Figure 1. Logic cells by family.
(4 px per um)
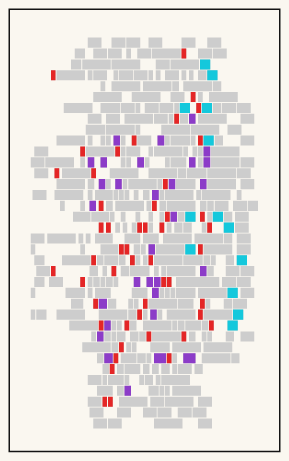
Figure 2. Routed metal per tile.
(4 px per um) The die is cut into 13 by 22 equal tiles; white is low, dark blue is high, scaled to the fullest tile. Values are wire area over tile area, all layers added.
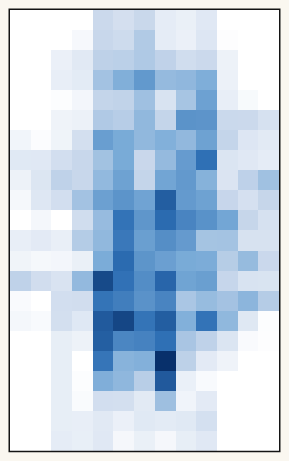
[src/rtl/status_flag_sequencer.sv]
// Sequences every write into the CPU status-flag register and runs the PHP/PLP stack handshake.
// Define STATUS_SEQ_ID_FLAGS_EN to build the internal I and D flag registers.
module status_flag_sequencer #(
   parameter logic [1:0] PUSH_FIXED_BITS = 2'b11
) (
   input  logic       clk,
   input  logic       reset,
   input  logic       cmd_valid,
   output logic       cmd_ready,
   input  logic [2:0] cmd_op,
   input  logic [1:0] cmd_flag,
   input  logic       cmd_value,
   input  logic [7:0] alu_result,
   input  logic [7:0] operand,
   input  logic       alu_carry,
   input  logic       alu_overflow,
   input  logic       flag_carry,
   input  logic       flag_zero,
   input  logic       flag_negative,
   input  logic       flag_overflow,
   output logic [7:0] sr_data,
   output logic       sr_update_carry,
   output logic       sr_update_zero,
   output logic       sr_update_negative,
   output logic       sr_update_overflow,
   output logic       sr_set_carry,
   output logic       sr_clear_carry,
   output logic       sr_set_overflow,
   output logic       sr_clear_overflow,
   output logic       sr_carry_in,
   output logic       sr_overflow_in,
   output logic       flag_irq_disable,
   output logic       flag_decimal,
   output logic       mem_req,
   output logic       mem_we,
   output logic [7:0] mem_wdata,
   input  logic       mem_ack,
   input  logic [7:0] mem_rdata,
   output logic       busy
);

   typedef enum logic [2:0] {
      S_IDLE     = 3'd0,
      S_EXEC     = 3'd1,
      S_BIT_N    = 3'd2,
      S_PUSH     = 3'd3,
      S_PULL     = 3'd4,
      S_PULL_ZCV = 3'd5,
      S_PULL_N   = 3'd6
   } state_e;

   localparam logic [2:0] OP_NZ   = 3'b000;
   localparam logic [2:0] OP_NZC  = 3'b001;
   localparam logic [2:0] OP_NZCV = 3'b010;
   localparam logic [2:0] OP_FLAG = 3'b011;
   localparam logic [2:0] OP_BIT  = 3'b100;
   localparam logic [2:0] OP_PUSH = 3'b101;
   localparam logic [2:0] OP_PULL = 3'b110;

   typedef struct packed {
      logic [7:0] data;
      logic       upd_c;
      logic       upd_z;
      logic       upd_n;
      logic       upd_v;
      logic       set_c;
      logic       clr_c;
      logic       set_v;
      logic       clr_v;
      logic       c_in;
      logic       v_in;
      logic       req;
      logic       we;
      logic [7:0] wdata;
      logic       ready;
      logic       busy;
   } out_t;

   localparam out_t OUT_RESET = '{data: 8'h00, upd_c: 1'b0, upd_z: 1'b0, upd_n: 1'b0,
                                  upd_v: 1'b0, set_c: 1'b0, clr_c: 1'b0, set_v: 1'b0,
                                  clr_v: 1'b0, c_in: 1'b0, v_in: 1'b0, req: 1'b0,
                                  we: 1'b0, wdata: 8'h00, ready: 1'b1, busy: 1'b0};

   state_e     state_q, state_d;
   out_t       out_q, out_d;
   logic       accept_s;
   logic [2:0] op_q, op_d;
   logic [1:0] flag_q, flag_d;
   logic       value_q, value_d;
   logic [7:0] alu_q, alu_d;
   logic [7:0] opnd_q, opnd_d;
   logic       carry_q, carry_d;
   logic       ovf_q, ovf_d;
   logic [3:0] nvzc_q, nvzc_d;   // {N, V, Z, C} as seen at acceptance
   logic [7:0] pull_q, pull_d;
   logic       irq_s, dec_s;
   logic       unused_s;

   assign accept_s = (state_q == S_IDLE) && cmd_valid;

   // State and captured-command registers
   always_ff @(posedge clk) begin
      if (reset) begin
         state_q <= S_IDLE;
         out_q   <= OUT_RESET;
         op_q    <= 3'b000;
         flag_q  <= 2'b00;
         value_q <= 1'b0;
         alu_q   <= 8'h00;
         opnd_q  <= 8'h00;
         carry_q <= 1'b0;
         ovf_q   <= 1'b0;
         nvzc_q  <= 4'h0;
         pull_q  <= 8'h00;
      end else begin
         state_q <= state_d;
         out_q   <= out_d;
         op_q    <= op_d;
         flag_q  <= flag_d;
         value_q <= value_d;
         alu_q   <= alu_d;
         opnd_q  <= opnd_d;
         carry_q <= carry_d;
         ovf_q   <= ovf_d;
         nvzc_q  <= nvzc_d;
         pull_q  <= pull_d;
      end
   end

   // Inputs are sampled only on the accepting edge; the pulled byte only on its ack
   always_comb begin
      if (accept_s) begin
         op_d    = cmd_op;
         flag_d  = cmd_flag;
         value_d = cmd_value;
         alu_d   = alu_result;
         opnd_d  = operand;
         carry_d = alu_carry;
         ovf_d   = alu_overflow;
         nvzc_d  = {flag_negative, flag_overflow, flag_zero, flag_carry};
      end else begin
         op_d    = op_q;
         flag_d  = flag_q;
         value_d = value_q;
         alu_d   = alu_q;
         opnd_d  = opnd_q;
         carry_d = carry_q;
         ovf_d   = ovf_q;
         nvzc_d  = nvzc_q;
      end
      if ((state_q == S_PULL) && mem_ack) begin
         pull_d = mem_rdata;
      end else begin
         pull_d = pull_q;
      end
   end

   // Next-state logic
   always_comb begin
      state_d = state_q;
      case (state_q)
         S_IDLE: begin
            if (cmd_valid) begin
               case (cmd_op)
                  OP_PUSH: state_d = S_PUSH;
                  OP_PULL: state_d = S_PULL;
                  default: state_d = S_EXEC;
               endcase
            end else begin
               state_d = S_IDLE;
            end
         end
         S_EXEC:     state_d = (op_q == OP_BIT) ? S_BIT_N : S_IDLE;
         S_BIT_N:    state_d = S_IDLE;
         S_PUSH:     state_d = mem_ack ? S_IDLE : S_PUSH;
         S_PULL:     state_d = mem_ack ? S_PULL_ZCV : S_PULL;
         S_PULL_ZCV: state_d = S_PULL_N;
         S_PULL_N:   state_d = S_IDLE;
         default:    state_d = S_IDLE;
      endcase
   end

   // Outputs are computed for the state being entered so they appear registered
   always_comb begin
      out_d       = {$bits(out_t){1'b0}};
      out_d.ready = (state_d == S_IDLE);
      out_d.busy  = (state_d != S_IDLE);
      case (state_d)
         S_EXEC: begin
            case (op_d)
               OP_NZ, OP_NZC, OP_NZCV: begin
                  out_d.data  = alu_d;
                  out_d.upd_z = 1'b1;
                  out_d.upd_n = 1'b1;
                  out_d.upd_c = (op_d != OP_NZ);
                  out_d.c_in  = (op_d != OP_NZ) && carry_d;
                  out_d.upd_v = (op_d == OP_NZCV);
                  out_d.v_in  = (op_d == OP_NZCV) && ovf_d;
               end
               OP_FLAG: begin
                  case (flag_d)
                     2'b00: begin
                        out_d.set_c = value_d;
                        out_d.clr_c = ~value_d;
                     end
                     2'b11: begin
                        out_d.set_v = value_d;
                        out_d.clr_v = ~value_d;
                     end
                     default: out_d.data = 8'h00;
                  endcase
               end
               OP_BIT: begin
                  out_d.data  = alu_d;
                  out_d.upd_z = 1'b1;
                  out_d.upd_v = 1'b1;
                  out_d.v_in  = opnd_d[6];
               end
               default: out_d.data = 8'h00;
            endcase
         end
         S_BIT_N: begin
            out_d.data  = opnd_d;
            out_d.upd_n = 1'b1;
         end
         S_PUSH: begin
            out_d.req   = 1'b1;
            out_d.we    = 1'b1;
            out_d.wdata = {nvzc_d[3], nvzc_d[2], PUSH_FIXED_BITS, dec_s, irq_s, nvzc_d[1], nvzc_d[0]};
         end
         S_PULL: out_d.req = 1'b1;
         S_PULL_ZCV: begin
            out_d.data  = {7'b0000000, ~pull_d[1]};
            out_d.upd_z = 1'b1;
            out_d.upd_c = 1'b1;
            out_d.c_in  = pull_d[0];
            out_d.upd_v = 1'b1;
            out_d.v_in  = pull_d[6];
         end
         S_PULL_N: begin
            out_d.data  = {pull_d[7], 7'b0000000};
            out_d.upd_n = 1'b1;
         end
         default: out_d.data = 8'h00;
      endcase
   end

`ifdef STATUS_SEQ_ID_FLAGS_EN
   logic irq_q, dec_q;

   // I and D are written when a FLAG command leaves EXEC or a pull leaves PULL_ZCV
   always_ff @(posedge clk) begin
      if (reset) begin
         irq_q <= 1'b0;
         dec_q <= 1'b0;
      end else if ((state_q == S_EXEC) && (op_q == OP_FLAG) && (flag_q == 2'b01)) begin
         irq_q <= value_q;
      end else if ((state_q == S_EXEC) && (op_q == OP_FLAG) && (flag_q == 2'b10)) begin
         dec_q <= value_q;
      end else if (state_q == S_PULL_ZCV) begin
         irq_q <= pull_q[2];
         dec_q <= pull_q[3];
      end else begin
         irq_q <= irq_q;
         dec_q <= dec_q;
      end
   end

   assign irq_s    = irq_q;
   assign dec_s    = dec_q;
   assign unused_s = ^{pull_q[5:4]};
`else
   assign irq_s    = 1'b0;
   assign dec_s    = 1'b0;
   assign unused_s = ^{pull_q[5:2]};
`endif

   assign flag_irq_disable   = irq_s;
   assign flag_decimal       = dec_s;
   assign cmd_ready          = out_q.ready;
   assign busy               = out_q.busy;
   assign sr_data            = out_q.data;
   assign sr_update_carry    = out_q.upd_c;
   assign sr_update_zero     = out_q.upd_z;
   assign sr_update_negative = out_q.upd_n;
   assign sr_update_overflow = out_q.upd_v;
   assign sr_set_carry       = out_q.set_c;
   assign sr_clear_carry     = out_q.clr_c;
   assign sr_set_overflow    = out_q.set_v;
   assign sr_clear_overflow  = out_q.clr_v;
   assign sr_carry_in        = out_q.c_in;
   assign sr_overflow_in     = out_q.v_in;
   assign mem_req            = out_q.req;
   assign mem_we             = out_q.we;
   assign mem_wdata          = out_q.wdata;

endmodule

[config.mk]
export PLATFORM = sky130hd
export DESIGN_NAME = status_flag_sequencer
export DESIGN_NICKNAME = d
export VERILOG_FILES = /design/src/rtl/status_flag_sequencer.sv
export SDC_FILE = /design/constraint.sdc
export NUM_CORES = 1
export LEC_CHECK = 0
export ABC_AREA = 1
export CAP_MARGIN = 30
export CORE_ASPECT_RATIO = 1.75
export CORE_MARGIN = 5
export CORE_UTILIZATION = 45
export CTS_CLUSTER_SIZE = 12
export DETAILED_ROUTE_END_ITERATION = 10
export GPL_TIMING_DRIVEN = 0
export PLACE_DENSITY = 0.86
export SLEW_MARGIN = 20
export SYNTH_ARGS = -nofsm -noshare
export SYNTH_HDL_FRONTEND = slang
export SYNTH_SLANG_ARGS = --single-unit
export TNS_END_PERCENT = 30
[constraint.sdc]
create_clock -name clk -period 3 [get_ports clk]
set_input_delay 0.75 -clock clk [delete_from_list [all_inputs] [get_ports clk]]
set_output_delay 0.75 -clock clk [all_outputs]
set_load 0.05 [all_outputs]
==> impl_table.tex <==
% Implementation results table
\begin{tabular}{lr}
\hline
Metric & Value \\
\hline
\multicolumn{2}{l}{\textbf{Synth}} \\
Async SR Flop Fraction & 0\% \\
Adder-cell share of the synthesized area & 2.42\% \\
Mapped Cells & 325 \\
Count of library flops with an enable pin & 0 \\
Most common cell in the synthesized netlist & sky130\_fd\_sc\_hd\_\_dfxtp\_1 \\
Top-area cell type share of the netlist area & 47.3\% \\
Prevailing logic family in the synthesized netlist & simple AND/OR/NAND/NOR gates \\
Seq/Total Area, Yosys & 47.3\% \\
Combined area of all synthesized cells & 2580 um\^{}2 \\
\# Cells Yosys & 325 \\
Top cells by count, synth & sky130\_fd\_sc\_hd\_\_dfxtp\_1 (61), sky130\_fd\_sc\_hd\_\_nor2\_1 (50), sky130\_fd\_sc\_hd\_\_inv\_1 (46) \\
\multicolumn{2}{l}{\textbf{Final timing}} \\
Worst Tran Pin Value & 0.551 ns \\
Final WS setup & 0.185 ns \\
Fin Clk Skew & 0.0101 ns \\
Final hold violation count & 0 \\
Setup repair after global routing missed its margin & no \\
Worst slack on hold paths & 0.470 ns \\
\multicolumn{2}{l}{\textbf{Power and ir drop}} \\
Leakage power & 1.60 nW \\
Total design power & 0.00201 W \\
Maximum vdd drop & 0.353 mV \\
\multicolumn{2}{l}{\textbf{Finish}} \\
Proportion of layout cells with a drive suffix above 1 & 13.8\% \\
Diode count & 0 \\
Count of nets after finishing & 447 \\
\multicolumn{2}{l}{\textbf{GRT}} \\
Antenna violations before repair & 0 \\
Total overflow reported by the global router & 0 \\
\multicolumn{2}{l}{\textbf{Clock tree}} \\
Worst-path clk slew & 0.07 ns \\
Count of cells resized by post-cts repair & 0 \\
TritonCTS clock tree & built \\
H-Tree Depth & 3 \\
Number of sinks driven by the clock tree & 61 \\
\multicolumn{2}{l}{\textbf{Floorplan}} \\
Die boundary height & 110 um \\
Die ar. & 7410 um\^{}2 \\
I/O pin count & 72 \\
Number of cell rows & 36 \\
\multicolumn{2}{l}{\textbf{Critical path}} \\
Worst reg2reg path startpoint & state\_q[2]\$\_SDFF\_PP0\_ \\
Type of the worst setup path & input pin to register \\
Kind of cell adding the most delay to the critical path & simple AND/OR/NAND/NOR gates \\
Source of the critical timing path & cmd\_valid \\
Startpoint types & input pin \\
Cell-by-cell trace of the critical path & clkdlybuf4s50\_1, inv\_1, nor2\_4, nand3\_1, nor3\_1, a31oi\_1, nand2\_1, inv\_1, ha\_1, nand3\_1, clkinv\_1, nand3\_1, a21oi\_1 \\
\multicolumn{2}{l}{\textbf{Placed design}} \\
Placed insts & 467 \\
Placement Setup Slack & -0.130 ns \\
\multicolumn{2}{l}{\textbf{Outcome}} \\
Outcome & finished clean \\
\multicolumn{2}{l}{\textbf{Drt}} \\
Mean number of vias per cell & 4.76 \\
Total detailed-routing wirelength & 6190 um \\
Count of antenna-violating nets left after detailed routing & 0 \\
\multicolumn{2}{l}{\textbf{Hold path}} \\
Worst Hold Launch & ovf\_q\$\_SDFF\_PP0\_ \\
\hline
\end{tabular}
Back to the opening pictures, Figure 1:
- non-inverting ao/oa cells: cyan (cells 13; most used o21a_1)
- inv cells: red (cells 49; most used inv_1)
- aoi and oai cells: purple (cells 30; most used a21oi_1)

Back to the opening pictures, Figure 2:
- fullest tile: 0.54
- mean over tiles: 0.14
- densest ninth of the die: center
- nearly empty tiles: 21%
- emptiest ninth of the die: upper left

## placed cells by master (no fill, tap or decap)
cell,Yosys,layout
sky130_fd_sc_hd__clkinv_2,0,3
sky130_fd_sc_hd__o21ai_0,6,6
sky130_fd_sc_hd__conb_1,1,4
sky130_fd_sc_hd__dfxtp_1,61,61
sky130_fd_sc_hd__o21a_1,13,13
sky130_fd_sc_hd__nor2_2,1,1
sky130_fd_sc_hd__clkbuf_1,3,3
sky130_fd_sc_hd__or2_0,2,2
sky130_fd_sc_hd__nor2_1,50,50
sky130_fd_sc_hd__bufinv_16,0,1
sky130_fd_sc_hd__or2_2,13,13
sky130_fd_sc_hd__nor3_1,3,3
sky130_fd_sc_hd__buf_6,4,4
sky130_fd_sc_hd__nand4_1,3,3
sky130_fd_sc_hd__o21ai_2,2,2
sky130_fd_sc_hd__nand2_1,41,41
sky130_fd_sc_hd__clkinv_1,1,1
sky130_fd_sc_hd__or2_1,1,1
sky130_fd_sc_hd__a31oi_1,2,2
sky130_fd_sc_hd__clkbuf_8,0,10
sky130_fd_sc_hd__inv_2,2,2
sky130_fd_sc_hd__clkinvlp_4,0,1
sky130_fd_sc_hd__ha_1,5,5
sky130_fd_sc_hd__nor2_4,3,3
sky130_fd_sc_hd__mux2i_1,4,4
sky130_fd_sc_hd__o21ai_1,2,2
sky130_fd_sc_hd__nand3_2,1,1
sky130_fd_sc_hd__nand2_2,4,4
sky130_fd_sc_hd__inv_1,46,46
sky130_fd_sc_hd__clkdlybuf4s50_1,0,63
sky130_fd_sc_hd__inv_6,0,1
sky130_fd_sc_hd__a21oi_1,18,18
sky130_fd_sc_hd__buf_1,1,1
sky130_fd_sc_hd__nand3_1,22,22
sky130_fd_sc_hd__nand2_4,4,4
sky130_fd_sc_hd__buf_4,6,6
## final timing paths
path / depth (start not counted) / slack [ns] / endpoint
setup reg to reg: 12 / 0.60 / sr_data[3]$_SDFF_PP0_
hold / removal: 2 / 0.47 / ovf_q$_SDFF_PP0_
setup / recovery: 13 / 0.18 / sr_data[3]$_SDFF_PP0_
hold reg to reg: 2 / 0.47 / ovf_q$_SDFF_PP0_
## area by class of cell
| class | instances | area [um^2] |
|---|---|---|
| Tap cell | 76 | 95.1 |
| Clock buffer | 10 | 138 |
| Fill cell | 485 | 2070 |
| Timing Repair Buffer | 63 | 631 |
| Inverter | 49 | 184 |
| Multi-Input combinational cell | 204 | 1080 |
| Clock inverter | 6 | 61.3 |
| Buffer | 14 | 105 |
| Sequential cell | 61 | 1220 |
## layer usage
layer  part of all wire [%]  track usage (%)  routed length (um)  up-vias
met5                      0                0                   0        -
met3                    5.3             3.96                 329       26
met2                     54             34.3                3340       79
met1                     36             17.6                2240     1041
li1                       -                -                   -     1154
met4                    4.4             9.87                 274        0
## report_power, final
group	switching (W)	internal, W	leakage, nW
Sequential	0.0000160	0.000860	0.499
Clock	0.000317	0.000404	0.102
Combinational	0.000249	0.000170	1.00
Total	0.000582	0.00143	1.60
## state kept, by name (all words and copies together) (netlist names), 2 cells and up
name       cells
opnd_q         8
mem_wdata      5
nvzc_q         4
op_q           3
state_q        3
flag_q         2
sr_data        8
alu_q          8
pull_q         4
Power is estimated from default activity; no workload was simulated.
